--- config.mk ---
export PLATFORM = sky130hd
export DESIGN_NAME = wb_ips_splitter_flat
export DESIGN_NICKNAME = d
export VERILOG_FILES = /design/src/rtl/wb_ips_splitter_if.sv /design/src/rtl/wb_ips_splitter.sv /design/src/flat_wrapper.sv
export SDC_FILE = /design/constraint.sdc
export NUM_CORES = 1
export LEC_CHECK = 0
export ABC_AREA = 1
export CAP_MARGIN = 40
export CORE_MARGIN = 2
export CORE_UTILIZATION = 41
export CTS_BUF_LIST = sky130_fd_sc_hd__clkbuf_8 sky130_fd_sc_hd__clkbuf_16
export CTS_CLUSTER_SIZE = 8
export DETAILED_ROUTE_END_ITERATION = 10
export PLACE_DENSITY = 0.82
export SETUP_SLACK_MARGIN = 0.1
export SKIP_LAST_GASP = 1
export SYNTH_ARGS = -nofsm -noshare
export SYNTH_HDL_FRONTEND = slang
export SYNTH_SLANG_ARGS = --single-unit
--- constraint.sdc ---
create_clock -name wb_clk_i -period 1.7 [get_ports wb_clk_i]
set_input_delay 0.34 -clock wb_clk_i [delete_from_list [all_inputs] [get_ports wb_clk_i]]
set_output_delay 0.34 -clock wb_clk_i [all_outputs]
set_load 0.01 [all_outputs]
--- src/rtl/wb_ips_splitter_if.sv ---
// Wishbone bundle for the caravel_ips splitter: upstream slave port from the
// management SoC plus the shared/one-hot downstream bus towards the IP slaves.
interface wb_ips_splitter_if #(
    parameter int NS = 4
);
    logic            wbs_cyc_i;
    logic            wbs_stb_i;
    logic            wbs_we_i;
    logic [3:0]      wbs_sel_i;
    logic [31:0]     wbs_adr_i;
    logic [31:0]     wbs_dat_i;
    logic            wbs_ack_o;
    logic [31:0]     wbs_dat_o;
    logic [NS-1:0]   m_cyc_o;
    logic [NS-1:0]   m_stb_o;
    logic            m_we_o;
    logic [3:0]      m_sel_o;
    logic [31:0]     m_adr_o;
    logic [31:0]     m_dat_o;
    logic [NS*32-1:0] m_dat_i;
    logic [NS-1:0]   m_ack_i;
    logic            timeout_o;

    modport slave (
        input  wbs_cyc_i, wbs_stb_i, wbs_we_i, wbs_sel_i, wbs_adr_i, wbs_dat_i,
        input  m_dat_i, m_ack_i,
        output wbs_ack_o, wbs_dat_o, m_cyc_o, m_stb_o, m_we_o, m_sel_o,
        output m_adr_o, m_dat_o, timeout_o
    );

    modport master (
        output wbs_cyc_i, wbs_stb_i, wbs_we_i, wbs_sel_i, wbs_adr_i, wbs_dat_i,
        output m_dat_i, m_ack_i,
        input  wbs_ack_o, wbs_dat_o, m_cyc_o, m_stb_o, m_we_o, m_sel_o,
        input  m_adr_o, m_dat_o, timeout_o
    );
endinterface

--- src/rtl/wb_ips_splitter.sv ---
// Wishbone 1:NS address splitter; decode misses and hung slaves are answered
// with ERR_DATA so the management SoC never stalls.
module wb_ips_splitter #(
    parameter int          NS       = 4,
    parameter int          SLOT_AW  = 16,
    parameter logic [31:0] BASE     = 32'h3000_0000,
    parameter int          TIMEOUT  = 255,
    parameter logic [31:0] ERR_DATA = 32'hDEAD_BEEF
) (
    input  logic               wb_clk_i,
    input  logic               wb_rst_ni,
    wb_ips_splitter_if.slave   bus
);
    localparam int SW = $clog2(NS);
    localparam int CW = $clog2(TIMEOUT + 1);

    typedef enum logic [1:0] {
        IDLE = 2'd0,
        BUSY = 2'd1,
        RESP = 2'd2
    } state_t;

    state_t          state_q;
    logic [SW-1:0]   slot_q;
    logic [CW-1:0]   cnt_q;
    logic [NS-1:0]   sel_onehot_q;
    logic            ack_q;
    logic [31:0]     rdat_q;
    logic            timeout_q;
    logic            we_q;
    logic [3:0]      bsel_q;
    logic [31:0]     adr_q;
    logic [31:0]     wdat_q;

    logic [SW-1:0]   dec_slot;
    logic            dec_hit;

    // A slot index past NS is only possible when NS is not a power of two.
    assign dec_slot = bus.wbs_adr_i[SLOT_AW+SW-1:SLOT_AW];
    assign dec_hit  = (bus.wbs_adr_i[31:SLOT_AW+SW] == BASE[31:SLOT_AW+SW]) &&
                      ({{(32-SW){1'b0}}, dec_slot} < 32'(NS));

    // Request/response FSM; every bus output is a register of this block.
    always_ff @(posedge wb_clk_i or negedge wb_rst_ni) begin
        if (!wb_rst_ni) begin
            state_q      <= IDLE;
            slot_q       <= '0;
            cnt_q        <= '0;
            sel_onehot_q <= '0;
            ack_q        <= 1'b0;
            rdat_q       <= 32'h0000_0000;
            timeout_q    <= 1'b0;
            we_q         <= 1'b0;
            bsel_q       <= 4'b0000;
            adr_q        <= 32'h0000_0000;
            wdat_q       <= 32'h0000_0000;
        end else begin
            case (state_q)
                IDLE: begin
                    ack_q     <= 1'b0;
                    timeout_q <= 1'b0;
                    if (bus.wbs_cyc_i && bus.wbs_stb_i) begin
                        if (dec_hit) begin
                            we_q         <= bus.wbs_we_i;
                            bsel_q       <= bus.wbs_sel_i;
                            adr_q        <= bus.wbs_adr_i;
                            wdat_q       <= bus.wbs_dat_i;
                            slot_q       <= dec_slot;
                            sel_onehot_q <= {{(NS-1){1'b0}}, 1'b1} << dec_slot;
                            cnt_q        <= '0;
                            state_q      <= BUSY;
                        end else begin
                            rdat_q  <= ERR_DATA;
                            ack_q   <= 1'b1;
                            state_q <= RESP;
                        end
                    end
                end
                BUSY: begin
                    // Master abort wins over a coincident slave ack.
                    if (!bus.wbs_cyc_i) begin
                        sel_onehot_q <= '0;
                        state_q      <= IDLE;
                    end else if (bus.m_ack_i[slot_q]) begin
                        rdat_q       <= bus.m_dat_i[32*slot_q +: 32];
                        sel_onehot_q <= '0;
                        ack_q        <= 1'b1;
                        state_q      <= RESP;
                    end else if (cnt_q == CW'(TIMEOUT - 1)) begin
                        rdat_q       <= ERR_DATA;
                        sel_onehot_q <= '0;
                        ack_q        <= 1'b1;
                        timeout_q    <= 1'b1;
                        state_q      <= RESP;
                    end else begin
                        cnt_q <= cnt_q + CW'(1);
                    end
                end
                RESP: begin
                    ack_q     <= 1'b0;
                    timeout_q <= 1'b0;
                    state_q   <= IDLE;
                end
                default: begin
                    sel_onehot_q <= '0;
                    ack_q        <= 1'b0;
                    timeout_q    <= 1'b0;
                    state_q      <= IDLE;
                end
            endcase
        end
    end

    assign bus.wbs_ack_o = ack_q;
    assign bus.wbs_dat_o = rdat_q;
    assign bus.m_cyc_o   = sel_onehot_q;
    assign bus.m_stb_o   = sel_onehot_q;
    assign bus.m_we_o    = we_q;
    assign bus.m_sel_o   = bsel_q;
    assign bus.m_adr_o   = adr_q;
    assign bus.m_dat_o   = wdat_q;
    assign bus.timeout_o = timeout_q;
endmodule

--- src/flat_wrapper.sv ---
// flat-port wrapper written by rule: the top's interface ports become plain ports
module wb_ips_splitter_flat 
#(
    parameter int          NS       = 4,
    parameter int          SLOT_AW  = 16,
    parameter logic [31:0] BASE     = 32'h3000_0000,
    parameter int          TIMEOUT  = 255,
    parameter logic [31:0] ERR_DATA = 32'hDEAD_BEEF
)
  (wb_clk_i, wb_rst_ni, bus_wbs_cyc_i, bus_wbs_stb_i, bus_wbs_we_i, bus_wbs_sel_i, bus_wbs_adr_i, bus_wbs_dat_i, bus_m_dat_i, bus_m_ack_i, bus_wbs_ack_o, bus_wbs_dat_o, bus_m_cyc_o, bus_m_stb_o, bus_m_we_o, bus_m_sel_o, bus_m_adr_o, bus_m_dat_o, bus_timeout_o);
  wb_ips_splitter_if #(.NS(NS)) bus_i ();
  input  logic wb_clk_i;
  input  logic wb_rst_ni;
  input wire logic [$bits(bus_i.wbs_cyc_i)-1:0] bus_wbs_cyc_i;
  input wire logic [$bits(bus_i.wbs_stb_i)-1:0] bus_wbs_stb_i;
  input wire logic [$bits(bus_i.wbs_we_i)-1:0] bus_wbs_we_i;
  input wire logic [$bits(bus_i.wbs_sel_i)-1:0] bus_wbs_sel_i;
  input wire logic [$bits(bus_i.wbs_adr_i)-1:0] bus_wbs_adr_i;
  input wire logic [$bits(bus_i.wbs_dat_i)-1:0] bus_wbs_dat_i;
  input wire logic [$bits(bus_i.m_dat_i)-1:0] bus_m_dat_i;
  input wire logic [$bits(bus_i.m_ack_i)-1:0] bus_m_ack_i;
  output wire logic [$bits(bus_i.wbs_ack_o)-1:0] bus_wbs_ack_o;
  output wire logic [$bits(bus_i.wbs_dat_o)-1:0] bus_wbs_dat_o;
  output wire logic [$bits(bus_i.m_cyc_o)-1:0] bus_m_cyc_o;
  output wire logic [$bits(bus_i.m_stb_o)-1:0] bus_m_stb_o;
  output wire logic [$bits(bus_i.m_we_o)-1:0] bus_m_we_o;
  output wire logic [$bits(bus_i.m_sel_o)-1:0] bus_m_sel_o;
  output wire logic [$bits(bus_i.m_adr_o)-1:0] bus_m_adr_o;
  output wire logic [$bits(bus_i.m_dat_o)-1:0] bus_m_dat_o;
  output wire logic [$bits(bus_i.timeout_o)-1:0] bus_timeout_o;
  assign bus_i.wbs_cyc_i = bus_wbs_cyc_i;
  assign bus_i.wbs_stb_i = bus_wbs_stb_i;
  assign bus_i.wbs_we_i = bus_wbs_we_i;
  assign bus_i.wbs_sel_i = bus_wbs_sel_i;
  assign bus_i.wbs_adr_i = bus_wbs_adr_i;
  assign bus_i.wbs_dat_i = bus_wbs_dat_i;
  assign bus_i.m_dat_i = bus_m_dat_i;
  assign bus_i.m_ack_i = bus_m_ack_i;
  assign bus_wbs_ack_o = bus_i.wbs_ack_o;
  assign bus_wbs_dat_o = bus_i.wbs_dat_o;
  assign bus_m_cyc_o = bus_i.m_cyc_o;
  assign bus_m_stb_o = bus_i.m_stb_o;
  assign bus_m_we_o = bus_i.m_we_o;
  assign bus_m_sel_o = bus_i.m_sel_o;
  assign bus_m_adr_o = bus_i.m_adr_o;
  assign bus_m_dat_o = bus_i.m_dat_o;
  assign bus_timeout_o = bus_i.timeout_o;
  wb_ips_splitter #(.NS(NS), .SLOT_AW(SLOT_AW), .BASE(BASE), .TIMEOUT(TIMEOUT), .ERR_DATA(ERR_DATA)) u_core (.wb_clk_i(wb_clk_i), .wb_rst_ni(wb_rst_ni), .bus(bus_i));
endmodule
Figure 1. Clock network drawn from the DEF.
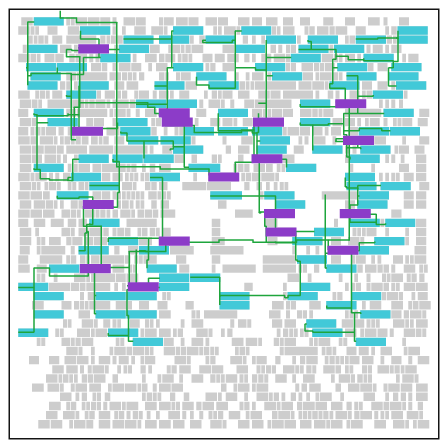
- clock-net drivers: purple (count 17)
- clock wires: green (length 1530 µm)
- flip-flops: cyan (count 117)
- routed clock nets: 18

Figure 2. Ports around the boundary.
Pins as bars across the die edge, other pins in grey.
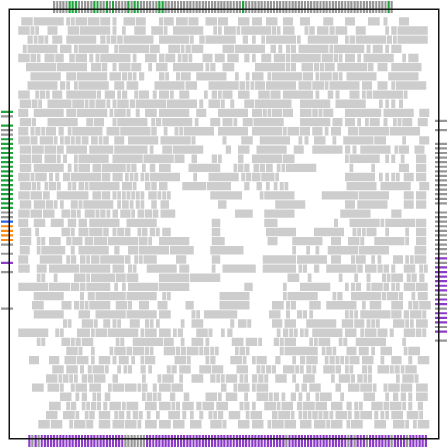
- `bus_m_ack_i`: orange (pins 4; direction input; edge west)
- `bus_wbs_adr_i`: green (pins 32; direction input; edge 18 west, 14 north)
- `bus_wbs_cyc_i`: blue (pins 1; direction input; edge west)
- `bus_m_dat_i`: purple (pins 128; direction input; edge 114 south, 13 east, 1 west)
- all pins by edge: 129 south, 110 north, 44 east, 33 west

Figure 3. I/O nets highlighted.
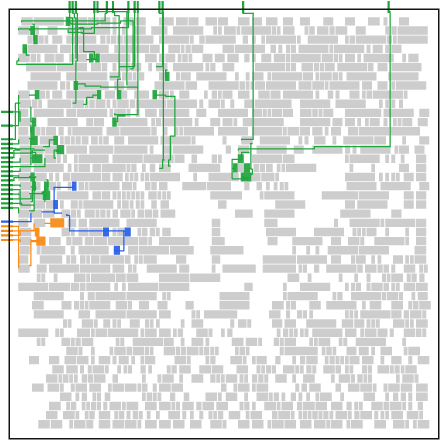
- `bus_wbs_cyc_i`: blue (bits 1; direction input; edge west; end cells 5; wire 59.8 µm)
- `bus_m_ack_i`: orange (bits 4; direction input; edge west; end cells 4; wire 47.9 µm)
- `bus_wbs_adr_i`: green (bits 32; direction input; edge 18 west, 14 north; end cells 28; wire 820 µm)

Figure 4. Signal wires by layer.
Scale bar: 50 µm.
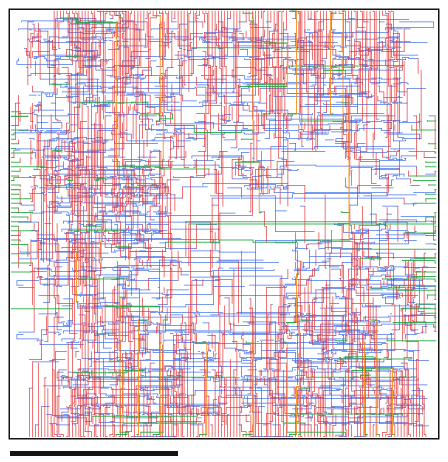
- M1: blue (wire length 9420 µm)
- M3: green (wire length 1340 µm)
- M2: red (wire length 11600 µm)
- M4: orange (wire length 780 µm)

==> run summary <==
Physical implementation status

The cell area after synthesis stands at 6220 µm². The library cells used most frequently in the layout, excluding fill and tap cells, are nand2_1, clkdlybuf4s50_1, dfrtp_1. The utilization after layout stands at 0.710.

Of the available clock period, the critical path in the final layout requires 1.01. The all-layer global routing usage stands at 0.271. Once routing completed, OpenROAD measured the worst setup slack at -0.00950 ns. The detailed placer's ending HPWL stands at 15400 µm. The cell area after placement stands at 9600 µm². The worst reg2reg path depth stands at 6. In this run the most used layer during global routing was met2.

The run finished, with violations left. The number of cells in Yosys stat stands at 848. The synthesis stat section lists a flop and latch total of 117.

The insertion delay of the later-clocked pin in the worst-skew pair stands at 0.42 ns. The maximum ir drop on the vdd rail stands at 0.875 mV. The final routed DRC violation total stands at 0.

In this run the critical register-to-register path is launched from u_core.state_q[0]$_DFFE_PN0P_. For this run the top cell type by instance count after synthesis was nand2_1. The number of antenna violations at the first check in global routing stands at 0.

The required time of the critical path stands at 2.03 ns. The total tool warning count stands at 29. The final count of negative-setup-slack endpoints stands at 4. The final reports fail on setup timing. The clock sink count stands at 117.
[cell type report]
type / count / area (µm²)
Clock buffer: 17 / 425
Clock inverter: 15 / 196
Fill cell: 1196 / 4370
Inverter: 89 / 337
Multi-Input combinational cell: 592 / 2810
Sequential cell: 117 / 2930
Tap cell: 188 / 235
Timing Repair Buffer: 362 / 3730
[report_power, final]
part           switching [µW]  total [µW]  internal [µW]
Sequential                252        3450           3200
Combinational            2060        3940           1880
Clock                    1410        3750           2350
[worst max-delay path: stages]
cell and delay [ns]:
clkdlybuf4s50_1 0.40, or2_4 0.27, nor3b_4 0.27, nand3_4 0.28, clkbuf_16 0.30, o21ai_0 0.18
Power figures rest on the tool's default switching activity, not on a simulated workload.
